### config.mk
export PLATFORM = sky130hd
export DESIGN_NAME = counter_down_flat
export DESIGN_NICKNAME = d
export VERILOG_FILES = /design/src/rtl/counter_down_if.sv /design/src/rtl/counter_down.sv /design/src/flat_wrapper.sv
export SDC_FILE = /design/constraint.sdc
export NUM_CORES = 1
export LEC_CHECK = 0
export CORE_UTILIZATION = 41
export CTS_CLUSTER_SIZE = 8
export DETAILED_ROUTE_END_ITERATION = 10
export PLACE_DENSITY = 0.77
export SYNTH_ARGS = -nofsm -noshare
export SYNTH_HDL_FRONTEND = slang
export SYNTH_SLANG_ARGS = --single-unit
### constraint.sdc
create_clock -name clk -period 2.3 [get_ports clk]
set_input_delay 0.575 -clock clk [delete_from_list [all_inputs] [get_ports clk]]
set_output_delay 0.575 -clock clk [all_outputs]
set_load 0.01 [all_outputs]
### src/rtl/counter_down_if.sv
// Handshake bundle for counter_down: control inputs and count/borrow outputs.
// The prescale signal exists only when COUNTER_DOWN_PRESCALE_EN is defined.
interface counter_down_if #(
   parameter int DW = 16,
   parameter int PW = 8
);
   logic          en;
   logic          start;
   logic          stop;
   logic          periodic;
   logic [DW-1:0] reload;
`ifdef COUNTER_DOWN_PRESCALE_EN
   logic [PW-1:0] prescale;
`endif
   logic [DW-1:0] cnt;
   logic          bo;
   logic          busy;

   modport master (
`ifdef COUNTER_DOWN_PRESCALE_EN
      output prescale,
`endif
      output en,
      output start,
      output stop,
      output periodic,
      output reload,
      input  cnt,
      input  bo,
      input  busy
   );

   modport slave (
`ifdef COUNTER_DOWN_PRESCALE_EN
      input  prescale,
`endif
      input  en,
      input  start,
      input  stop,
      input  periodic,
      input  reload,
      output cnt,
      output bo,
      output busy
   );
endinterface

### src/rtl/counter_down.sv
// Loadable down counter with one-shot/periodic modes and a borrow pulse.
// Define COUNTER_DOWN_PRESCALE_EN to compile in the tick prescaler.
module counter_down #(
   parameter int DW = 16,
   parameter int PW = 8
) (
   input  logic           clk,
   input  logic           rst_n,
   counter_down_if.slave  bus
);

   typedef enum logic {IDLE, RUN} state_t;

   state_t        state, state_nx;
   logic [DW-1:0] cnt_q, cnt_nx;
   logic          tick;
   logic          run;
   logic          zero;
   logic          do_load;
   logic          do_stop;
   logic          do_wrap;
   logic          do_dec;
   logic          bo_c;

   assign run  = (state == RUN);
   assign zero = (cnt_q == '0);

`ifdef COUNTER_DOWN_PRESCALE_EN
   logic [PW-1:0] psc_q, psc_nx;

   assign tick = bus.en && (psc_q == bus.prescale);

   always_comb begin
      psc_nx = psc_q;
      if (bus.start || !run)
         psc_nx = '0;
      else if (bus.en)
         psc_nx = (psc_q == bus.prescale) ? '0 : psc_q + 1'b1;
   end

   always_ff @(posedge clk or negedge rst_n) begin
      if (!rst_n)
         psc_q <= '0;
      else
         psc_q <= psc_nx;
   end
`else
   assign tick = bus.en;
`endif

   // Decoded actions are mutually exclusive: start > stop > tick.
   assign do_load = bus.start;
   assign do_stop = run && bus.stop && !bus.start;
   assign do_wrap = run && tick && zero && !bus.start && !bus.stop;
   assign do_dec  = run && tick && !zero && !bus.start && !bus.stop;

   always_comb begin
      state_nx = state;
      cnt_nx   = cnt_q;
      bo_c     = 1'b0;
      unique case (1'b1)
         do_load: begin
            state_nx = RUN;
            cnt_nx   = bus.reload;
         end
         do_stop: begin
            state_nx = IDLE;
         end
         do_wrap: begin
            bo_c = 1'b1;
            if (bus.periodic)
               cnt_nx = bus.reload;
            else
               state_nx = IDLE;
         end
         do_dec: begin
            cnt_nx = cnt_q - 1'b1;
         end
         default: begin
         end
      endcase
   end

   always_ff @(posedge clk or negedge rst_n) begin
      if (!rst_n) begin
         state <= IDLE;
         cnt_q <= '0;
      end else begin
         state <= state_nx;
         cnt_q <= cnt_nx;
      end
   end

   assign bus.cnt  = cnt_q;
   assign bus.bo   = bo_c;
   assign bus.busy = run;

endmodule

### src/flat_wrapper.sv
// flat-port wrapper written by rule: the top's interface ports become plain ports
module counter_down_flat 
#(
   parameter int DW = 16,
   parameter int PW = 8
)
  (clk, rst_n, bus_en, bus_start, bus_stop, bus_periodic, bus_reload, bus_cnt, bus_bo, bus_busy);
  counter_down_if #(.DW(DW), .PW(PW)) bus_i ();
  input  logic clk;
  input  logic rst_n;
  input wire logic [$bits(bus_i.en)-1:0] bus_en;
  input wire logic [$bits(bus_i.start)-1:0] bus_start;
  input wire logic [$bits(bus_i.stop)-1:0] bus_stop;
  input wire logic [$bits(bus_i.periodic)-1:0] bus_periodic;
  input wire logic [$bits(bus_i.reload)-1:0] bus_reload;
  output wire logic [$bits(bus_i.cnt)-1:0] bus_cnt;
  output wire logic [$bits(bus_i.bo)-1:0] bus_bo;
  output wire logic [$bits(bus_i.busy)-1:0] bus_busy;
  assign bus_i.en = bus_en;
  assign bus_i.start = bus_start;
  assign bus_i.stop = bus_stop;
  assign bus_i.periodic = bus_periodic;
  assign bus_i.reload = bus_reload;
  assign bus_cnt = bus_i.cnt;
  assign bus_bo = bus_i.bo;
  assign bus_busy = bus_i.busy;
  counter_down #(.DW(DW), .PW(PW)) u_core (.clk(clk), .rst_n(rst_n), .bus(bus_i));
endmodule
==> deck_impl_summary.md, run 1 <==
Run Summary

Run status
  – Run status: finished, violations left
  – Failing checks: DRC, setup timing

Clocking
  – # hold bufs at CTS: 0
  – CTS buffer count: 3
  – Clock buffer depth: 2
  – CTS tree: built
  – Clock sinks: 17
  – Clock root cell: clkbuf_4
  – CTS H-tree lvls: 1

Synthesis
  – Seq/Total Area, Yosys: 34.69%
  – Post-synthesis cell area: 1226 um2
  – Top cell area share: 34.69%
  – Synth area leader: dfrtp_1
  – Post-synthesis register bit count: 17
  – And+or+nand+nor area frac: 25.92%
  – Synthesis Warnings: 0
  – Mapped Nets: 162
  – XORs/XNORs by Area: 0%
  – Synth cell types: 46
  – Cell area leaders: dfrtp_1, o2bb2ai_1, nor2_1
  – Fraction of registers with async set/reset: 100.0%
  – Synthesized instance count: 138
  – Yosys chip area: 1226 um2
  – Mean area per synthesized cell: 8.885 um2
  – Mux area share: 3.265%
  – Adder Area Share: 2.041%
  – Commonest register cell after synthesis: dfrtp_1
  – # Cells Yosys: 138
  – Compound Share, Synth: 27.86%

STA
  – TNS Setup: -0.5337 ns
  – Crit share post-route: 114.6%
  – RSZ-0062 raised after global routing: true
  – Final setup viols: 10
  – Final Hold Fails: 0
  – Fmax: 379.4 MHz
  – Final Worst Setup Slack: -0.3360 ns

Global routing
  – Initial antenna violation count: 0
  – Vias in the first global route: 1,588

Placement
  – GPL Wtd Cong: 0.9050
  – Setup slack after placement: -0.3928 ns
  – DP Area: 1928 um2
  – PortBufs: 39

Drt
  – DR iter-0 viols: 93
  – Routed Antenna Nets: 0
  – Router iterations before antenna repair: 7
  – Remaining DRCs: 8

Setup path
  – CP startpoint: u_core.bus.cnt[3]
  – Slowest CP cell: or4_4
  – Critical Path AT: 2.06 ns
  – CP Depth: 4
  – Worst path cell trace: or4_4, or4_4, nor2_4, buf_6
  – Worst r2r dst: u_core.bus.cnt[11]
  – R2R cell count: 8
  – Maximum fanout along the worst path: 2
  – Max incr delay on CP: 0.57 ns
  – WP data required: 1.73 ns
  – Critical path buffers and inverters: 1
  – Worst path top cell family by delay: simple AND/OR/NAND/NOR gates

Final layout
  – Fillcell total: 169
  – Layout net count: 254
  – Finished Core Util: 78.46%
  – Design Area, Final: 2201 um2
  – Diode count: 0
  – Gate Area: 829.5 um2
  – Layout area overhead: 79.49%

Power
  – Max VDD drop: 0.0003084 V
  – Cell Pwr Density: 443.1 nW/um2
  – LEAKAGE: 0.9162 nW

Hold path
  – WHS Endpoint: u_core.bus.busy
  – Min-Delay Path Class: flop to flop
  – Hold wc startpoint: u_core.bus.busy
  – Depth of the worst hold-timing path: 1

Run
  – Maxcap violations: 0
  – Log Warnings: 30

Floorplan
  – Rows: 19
  – Chip Footprint: 3213 um2
  – # IOs: 40
## run 1: per-stage QoR
stage	power (mW)	hold WS [ns]
5_1_grt	1.026	0.5814
3_5_place_dp	0.7356	0.5381
3_3_place_gp	0.7228	0.5257
4_1_cts	0.9311	0.5673
6_report	0.9752	0.5627
2_1_floorplan	0.5089	0.2794
## run 1: kinds of logic after synthesis
kind of cell,after synthesis
AOI/OAI and AO/OA,46
adders and majority gates,2
buffers and inverters,14
DFF,17
muxes,4
and+or+nand+nor,55
## run 1: per-layer routing
layer | share of wire, % | global-route usage, %
met5 | 0 | 0
met3 | 6.0 | 3.226
met1 | 40 | 34.87
met2 | 52 | 46.77
met4 | 2.1 | 14.64
## run 1: report_power, final
group          total [mW]  leakage, nW  internal (mW)  switching [mW]
Sequential          0.358        0.198          0.333          0.0241
Combinational       0.439        0.703          0.241           0.198
Clock               0.179       0.0150         0.0677           0.111
## run 1: worst max path at each step
stage,endpoint,slack [ns]
floorplan,bus_bo,-0.04
global route,bus_bo,-0.37
finish,bus_bo,-0.34
CTS,bus_bo,-0.32
detailed placement,bus_bo,-0.39
global placement,bus_bo,-0.36
## run 1: final cells by class
type	instances	share of cell area, %
timing repair buffer	93	38.66
multi-input combinational	107	37.69
clock buffer	4	1.194
sequential	17	19.33
inverter	8	1.364
tap	31	1.762
## run 1: flip-flops by register name, summed over array words and instances, names as in the netlist
name / count
u_core.bus.cnt: 16
u_core.bus.busy: 1
## run 1: placed cells by master, fill, tap and decap left out, types with 2 or more instances in the layout
cell / instances
buf_4: 42
clkdlybuf4s50_1: 38
dfrtp_1: 17
nor2_1: 15
buf_6: 12
nor3_1: 8
o2bb2ai_1: 8
or3_1: 6
o21ai_2: 6
inv_1: 6
o21ai_1: 5
a21oi_1: 4
mux2i_1: 4
nor2_4: 3
nand2_1: 3
nand3_1: 3
a32oi_1: 3
clkbuf_4: 3
inv_2: 2
nand2b_1: 2
or4_4: 2
nor2b_1: 2
nor4_1: 2
a21o_1: 2
o2bb2a_4: 2
nand4_1: 2
o22ai_1: 2
a22oi_2: 2
o21ai_0: 2
## run 1: timing repair
action	4_1_cts	5_1_grt
hold endpoints to repair	0	0
endpoints found under the setup margin	2	18
pin swaps	5	13
resized	20	22
buffers inserted	4	10
Run 1, floorplan with the power grid:
Bar = 20 um. Pins as bars on the die edge.
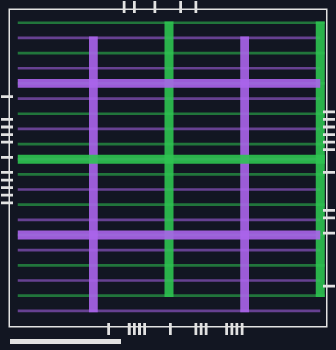
Purple marks VSS. Green marks VDD.
3 straps on met5. 40 signal pins sit on the boundary. The core has 19 rows. 20 met1 rails follow the rows.
Die Y: 56.69 um
Horiz. Die Dim: 56.69 um

Run 1, cell classes on the final placement:
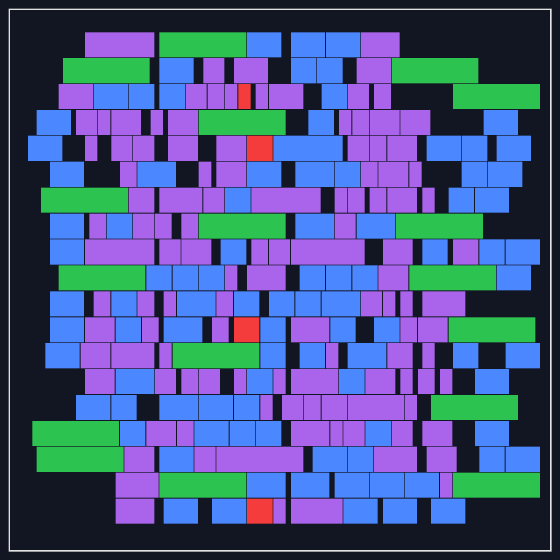
Green marks sequential cells, cells 17, share of their area 20%. Red marks clock drivers and dummy loads, cells 4, share of their area 1.2%. Blue marks remaining buffers and delay cells, cells 93, share of their area 39%. Purple marks combinational and other logic, cells 115, share of their area 40%.
Core Box Area: 2805 um2
sequential cell area share: 19.33%

Run 1, clock wires, drivers and flops:
Bar = 20 um.
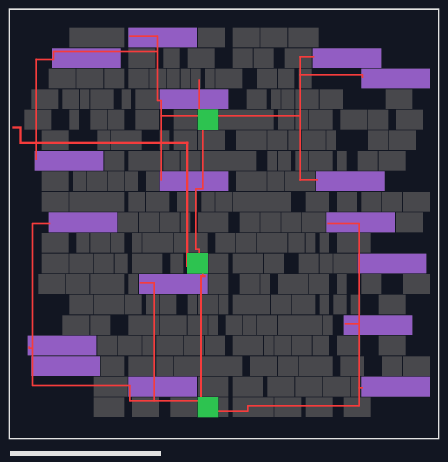
Green marks clock drivers, count 3. Red marks clock wires, length 307 um. Purple marks flip-flops, count 17.
Position of the flops: all over the die.
clock network power share: 18.3%
Final Skew: 0.001059 ns
Power Clock: 0.179 mW
Late-Pin Clk Latency: 0.30 ns

Run 1, metal layers overlaid:
Bar = 20 um.
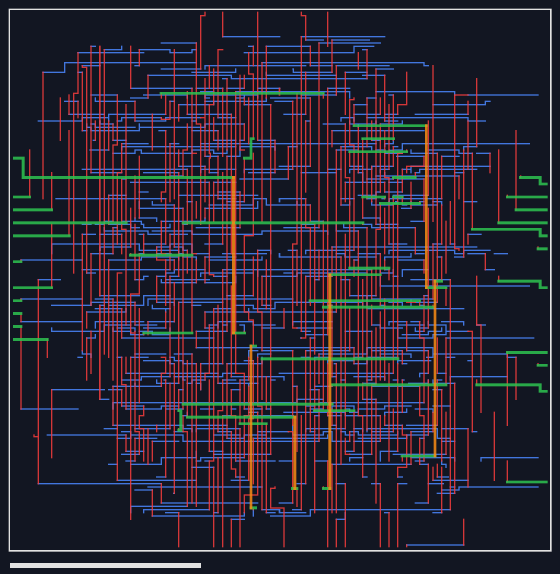
Red marks metal 2, wire length 2,450 um. Orange marks metal 4, wire length 98.6 um. Green marks metal 3, wire length 286 um. Blue marks metal 1, wire length 1,900 um.
routed vias: 1,545
routed len/inst: 18.21 um
All-Layer GR Usage: 27.88%
Detailed Route WL: 4734 um

## Run 2: what changed since run 1
--- a/config.mk
+++ b/config.mk
@@ -5,10 +5,11 @@
 export SDC_FILE = /design/constraint.sdc
 export NUM_CORES = 1
 export LEC_CHECK = 0
-export CORE_UTILIZATION = 41
-export CTS_CLUSTER_SIZE = 8
+export ABC_CLOCK_PERIOD_IN_PS = 2700
+export CORE_UTILIZATION = 45
+export CTS_CLUSTER_SIZE = 16
 export DETAILED_ROUTE_END_ITERATION = 10
-export PLACE_DENSITY = 0.77
+export PLACE_DENSITY = 0.8
 export SYNTH_ARGS = -nofsm -noshare
 export SYNTH_HDL_FRONTEND = slang
 export SYNTH_SLANG_ARGS = --single-unit
==> constraint.sdc (replaced) <==
create_clock -name clk -period 2.7 [get_ports clk]
set_input_delay 0.675 -clock clk [delete_from_list [all_inputs] [get_ports clk]]
set_output_delay 0.675 -clock clk [all_outputs]
set_load 0.01 [all_outputs]
==> deck_impl_summary.md, run 2 <==
Run Summary

Floorplan
  – Die Y: 54.20 um
  – Chip Footprint: 2938 um2
  – # IOs: 40
  – Horiz. Die Dim: 54.20 um

Power
  – Cell Pwr Density: 402.1 nW/um2
  – Max VDD drop: 0.0004113 V

Setup path
  – Slowest CP cell: or4_4
  – Critical path buffers and inverters: 1
  – Worst path top cell family by delay: simple AND/OR/NAND/NOR gates
  – WP data required: 2.03 ns
  – CP startpoint: u_core.bus.cnt[10]
  – Worst path cell trace: or4_4, or4_4, nor2_4, buf_6
  – Maximum fanout along the worst path: 5
  – Worst r2r dst: u_core.bus.cnt[8]
  – Max incr delay on CP: 0.59 ns
  – Critical Path AT: 2.04 ns
  – R2R cell count: 8

Hold path
  – Depth of the worst hold-timing path: 1
  – Min-Delay Path Class: flop to flop
  – Hold wc startpoint: u_core.bus.busy

STA
  – TNS Setup: -0.01847 ns
  – Final Hold Fails: 0
  – Final setup viols: 1
  – Hold Slack: 0.5540 ns
  – RSZ-0062 raised after global routing: true
  – Crit share post-route: 100.7%
  – Final Worst Setup Slack: -0.01847 ns

Final layout
  – Layout area overhead: 58.57%
  – Finished Core Util: 77.08%
  – Top cells excl fill/tap: buf_4, clkdlybuf4s50_1, dfrtp_1
  – Largest register FFs: 16
  – Layout net count: 239
  – Diode count: 0

Global routing
  – M3 GR Usage: 2.542%
  – GRT met2 Usage: 51.02%
  – All-Layer GR Usage: 28.03%
  – Top Usage Layer GRT: met2

Run status
  – Run status: finished, violations left
  – Failing checks: setup timing

Synthesis
  – Fraction of registers with async set/reset: 100.0%
  – Top cell area share: 34.69%
  – Synthesized instance count: 138
  – # Cells Yosys: 138
  – Mean area per synthesized cell: 8.885 um2
  – Seq/Total Area, Yosys: 34.69%
  – Commonest register cell after synthesis: dfrtp_1
  – Synth area leader: dfrtp_1
  – Cell area leaders: dfrtp_1, o2bb2ai_1, nor2_1
  – Yosys chip area: 1226 um2

Drt
  – Routed len/inst: 16.09 um
  – Routed Antenna Nets: 0
  – Routed vias: 1,420
  – DR iter-0 viols: 31
  – Remaining DRCs: 0

Clocking
  – Late-Pin Clk Latency: 0.31 ns
  – Clock buffer depth: 2
  – CTS H-tree lvls: 1
  – # hold bufs at CTS: 0
  – Clock sinks: 17
  – CTS tree: built

Placement
  – Setup slack after placement: -0.2611 ns
  – GPL Wtd Cong: 0.8756

Run
  – Maxcap violations: 0
  – Log Warnings: 29
run 2: cell counts after synthesis:
No cell type changed its count.
run 2: worst max-delay path by stage:
stage	end	slack [ns]	cells past startpoint
after floorplan	bus_bo	0.02	5
after global placement	bus_bo	-0.22	6
after detailed placement	bus_bo	-0.26	6
after CTS	bus_bo	-0.13	6
after global routing	bus_bo	-0.08	4
final	bus_bo	-0.02	4
run 2: cell families (layout without fill, tap and decap cells):
logic type | Yosys count | in the layout | share of synthesized area (%)
AND-OR/OR-AND | 46 | 46 | 27.86
adder cells (fa/ha/maj) | 2 | 2 | 2.040
buffers and inverters | 14 | 90 | 6.223
flip-flops | 17 | 17 | 34.69
multiplexers | 4 | 4 | 3.265
AND/OR/NAND/NOR | 55 | 55 | 25.92
run 2: stage by stage:
step,instance area (um2),power (mW)
after floorplan,1226,0.4325
after global placement,1863,0.6074
after detailed placement,1863,0.6171
after CTS,1903,0.7715
after global routing,1944,0.8248
final,1944,0.7817
run 2: what timing repair did:
item                                    CTS  global route
endpoints found under the hold margin     0             0
endpoints found under the setup margin    1             1
setup buffers                             1             4
pin swaps                                 1             3
gates resized                             9             2
run 2: report_power, final:
group	switching (mW)	internal [mW]	total, mW
clock	0.0941	0.0553	0.149
sequential	0.0178	0.284	0.302
combinational	0.147	0.184	0.331
run 2: worst reg2reg max path: stages (launching register included):
cell,delay (ns)
dfrtp_1,0.40
or4_4,0.54
buf_4,0.16
nor4_4,0.37
buf_4,0.20
nor2_2,0.07
buf_4,0.17
o21ai_1,0.15
o2bb2a_2,0.23
run 2: cell type report:
cell class                 instances  area, um2
sequential                        17      425.4
timing repair buffer              78      684.4
clock inverter                     1      5.005
clock buffer                       3      22.52
inverter                           8      30.03
multi-input combinational        107      739.5
tap                               30      37.54
fill                             185      578.1
run 2: routing by layer:
metal,vias to the layer above,wire length [um]
li1,681,-
met1,689,1711
met2,44,2034
met3,6,136
met4,0,42
met5,-,0
Run 2, cell classes on the final placement:
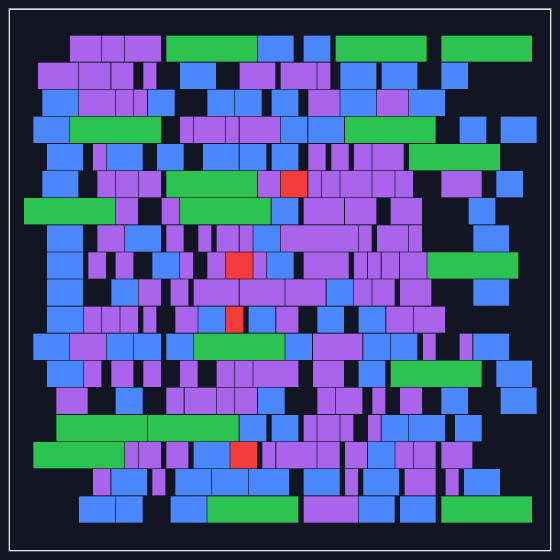
Purple marks combinational and other logic, cells 115, share of their area 40%. Green marks sequential cells, cells 17, share of their area 22%. Blue marks remaining buffers and delay cells, cells 78, share of their area 36%. Red marks clock drivers and dummy loads, cells 4, share of their area 1.4%.
Core Box Area: 2522 um2
Design Area, Final: 1944 um2

Run 2, clock routing:
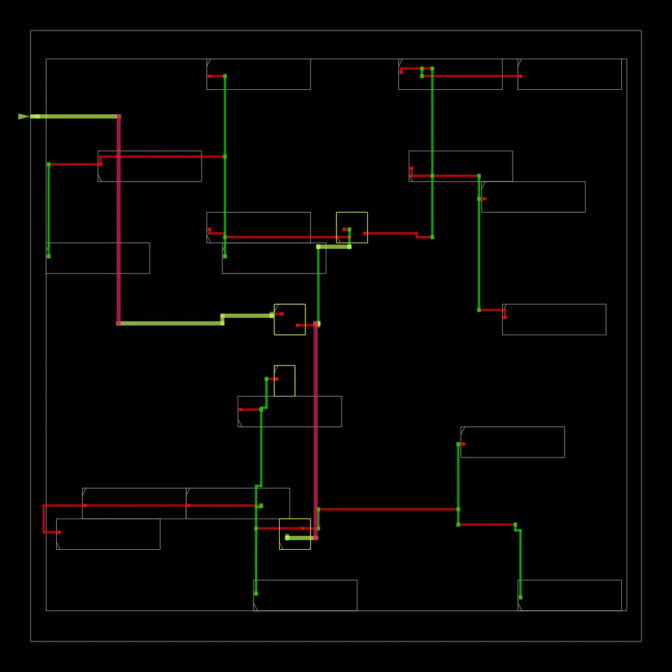
CTS buffer count: 3
Power Clock: 0.149 mW

Run 2, clock wires, drivers and flops:
Bar = 20 um.
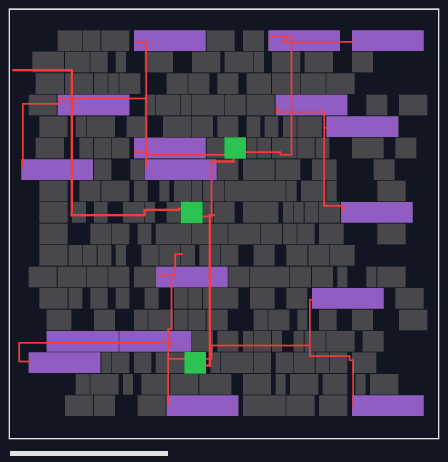
Red marks clock wires, length 273 um. Green marks clock drivers, count 3. Purple marks flip-flops, count 17.
Position of the flops: all over the die.
clock network power share: 19.1%
Final Skew: 0.01031 ns

## Run 3: what changed since run 2
--- a/config.mk
+++ b/config.mk
@@ -6,7 +6,9 @@
 export NUM_CORES = 1
 export LEC_CHECK = 0
 export ABC_CLOCK_PERIOD_IN_PS = 2700
+export CAP_MARGIN = 20
 export CORE_UTILIZATION = 45
+export CTS_CLUSTER_DIAMETER = 150
 export CTS_CLUSTER_SIZE = 16
 export DETAILED_ROUTE_END_ITERATION = 10
 export PLACE_DENSITY = 0.8
==> deck_impl_summary.md, run 3 <==
Run Summary

STA
  – Final Worst Setup Slack: -0.01847 ns
  – Crit share post-route: 100.7%
  – Fmax: 367.9 MHz
  – Final Skew: 0.01031 ns
  – Final setup viols: 1
  – TNS Setup: -0.01847 ns
  – Final Hold Fails: 0
  – Hold Slack: 0.5540 ns

Clocking
  – Clock buffer depth: 2
  – CTS H-tree lvls: 1
  – CTS buffer count: 3
  – CTS tree: built
  – Clock root cell: clkbuf_4

Placement
  – PortBufs: 39
  – GPL Wtd Cong: 0.8756
  – Setup slack after placement: -0.2611 ns

Floorplan
  – # IOs: 40
  – Rows: 18
  – Die Y: 54.20 um
  – Horiz. Die Dim: 54.20 um
  – Chip Footprint: 2938 um2

Hold path
  – Min-Delay Path Class: flop to flop

Synthesis
  – Mapped Nets: 162
  – Top cell area share: 34.69%
  – # Cells Yosys: 138
  – Commonest register cell after synthesis: dfrtp_1
  – Mean area per synthesized cell: 8.885 um2
  – Cell area leaders: dfrtp_1, o2bb2ai_1, nor2_1
  – Fraction of registers with async set/reset: 100.0%
  – Synthesized instance count: 138
  – Yosys chip area: 1226 um2
  – Synth area leader: dfrtp_1
  – Synth cell types: 46

Final layout
  – Layout net count: 239
  – Largest register FFs: 16
  – Finished Core Util: 77.08%
  – Diode count: 0

Run
  – Log Warnings: 29
  – Maxcap violations: 0

Power
  – Max VDD drop: 0.0004113 V
  – Final Total Pwr: 0.7817 mW

Setup path
  – Worst path top cell family by delay: simple AND/OR/NAND/NOR gates
  – Critical Path AT: 2.04 ns
  – Maximum fanout along the worst path: 5
  – Slowest CP cell: or4_4

Run status
  – Failing checks: setup timing
  – Run status: finished, violations left

Drt
  – Routed Antenna Nets: 0
  – Remaining DRCs: 0
  – Router iterations before antenna repair: 4

Global routing
  – Initial antenna violation count: 0
-- run 3: cell counts after synthesis --
Identical to the previous run, type by type.
-- run 3: cell type report --
type / count / area [um2]
Multi-Input combinational cell: 107 / 739.5
Timing Repair Buffer: 78 / 684.4
Fill cell: 185 / 578.1
Sequential cell: 17 / 425.4
Tap cell: 30 / 37.54
Inverter: 8 / 30.03
Clock buffer: 3 / 22.52
Clock inverter: 1 / 5.005
-- run 3: cells by family (layout without fill, tap and decap cells) --
group	Yosys count	after routing	share of synthesized area, %
and+or+nand+nor	55	55	25.92
AOI/OAI and AO/OA	46	46	27.86
DFF	17	17	34.69
buffers and inverters	14	90	6.223
muxes	4	4	3.265
adders and majority gates	2	2	2.040
-- run 3: metal layers --
metal	part of all wire [%]	track usage, %	wire length, um	vias up
met5	0	0	0	-
met4	1.1	6.838	42	0
met3	3.5	2.542	136	6
met2	52	51.02	2034	44
met1	44	34.86	1711	689
li1	-	-	-	681
-- run 3: worst paths after layout --
| check | cells after the start | end | from | slack (ns) |
|---|---|---|---|---|
| worst max register to register | 8 | u_core.bus.cnt[8] | u_core.bus.cnt[6] | 0.31 |
| min in group asynchronous | 2 | u_core.bus.cnt[8] | rst_n | 0.68 |
| worst max-delay path | 4 | bus_bo | u_core.bus.cnt[10] | -0.02 |
| max in group asynchronous | 2 | u_core.bus.cnt[15] | rst_n | 1.82 |
| worst min-delay path | 1 | u_core.bus.busy | u_core.bus.busy | 0.55 |
| worst min register to register | 1 | u_core.bus.busy | u_core.bus.busy | 0.55 |
-- run 3: timing repair --
item | CTS | global route
resized | 9 | 2
buffers inserted | 1 | 4
pin swaps | 1 | 3
endpoints found under the setup margin | 1 | 1
-- run 3: where the power goes --
part | internal [mW] | leakage, nW | switching [mW] | total (mW)
clock network | 0.0553 | 0.0177 | 0.0941 | 0.149
logic | 0.184 | 0.598 | 0.147 | 0.331
registers | 0.284 | 0.198 | 0.0178 | 0.302
-- run 3: worst register-to-register path: cells and delay by family (launching register included) --
kind,cells,cell delay (ns)
buffers and inverters,3,0.53
DFF,1,0.40
and+or+nand+nor,3,0.98
AOI/OAI and AO/OA,2,0.38
Run 3, metal layers overlaid:
Bar = 20 um.
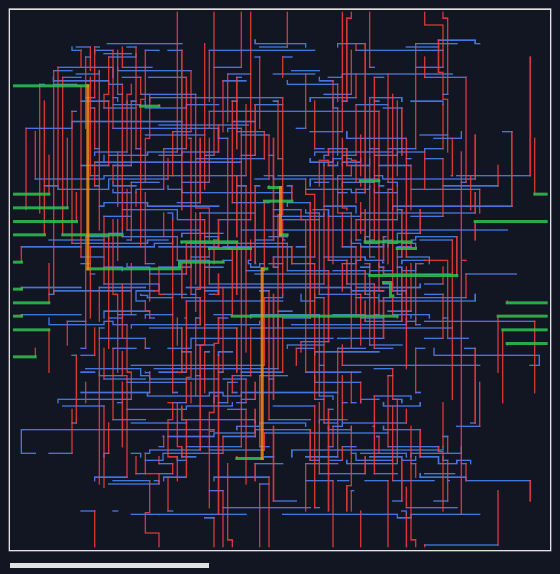
Green marks metal 3, wire length 137 um. Red marks metal 2, wire length 2,030 um. Blue marks metal 1, wire length 1,710 um. Orange marks metal 4, wire length 42.2 um.
routed len/inst: 16.09 um
All-Layer GR Usage: 28.03%
routed vias: 1,420

Run 3, clock routing:
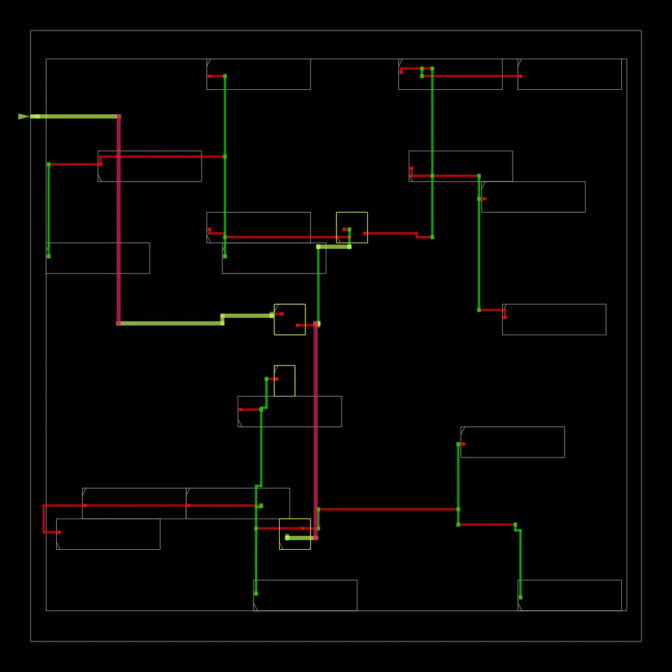
clock sinks: 17
clock buffers: 3
FF+latch count: 17

Run 3, clock wires, drivers and flops:
Bar = 20 um.
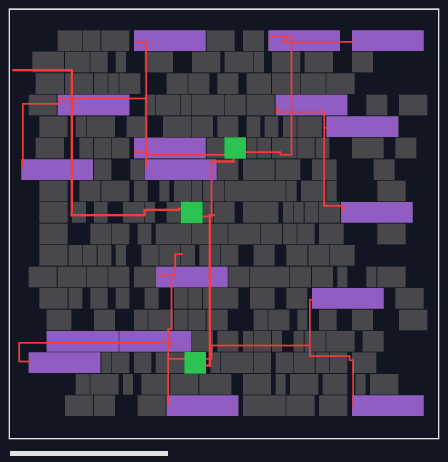
Green marks clock drivers, count 3. Purple marks flip-flops, count 17. Red marks clock wires, length 273 um.
There are 4 routed clock nets. Position of the flops: all over the die.
Late-Pin Clk Latency: 0.31 ns

Power is estimated from default activity; no workload was simulated.
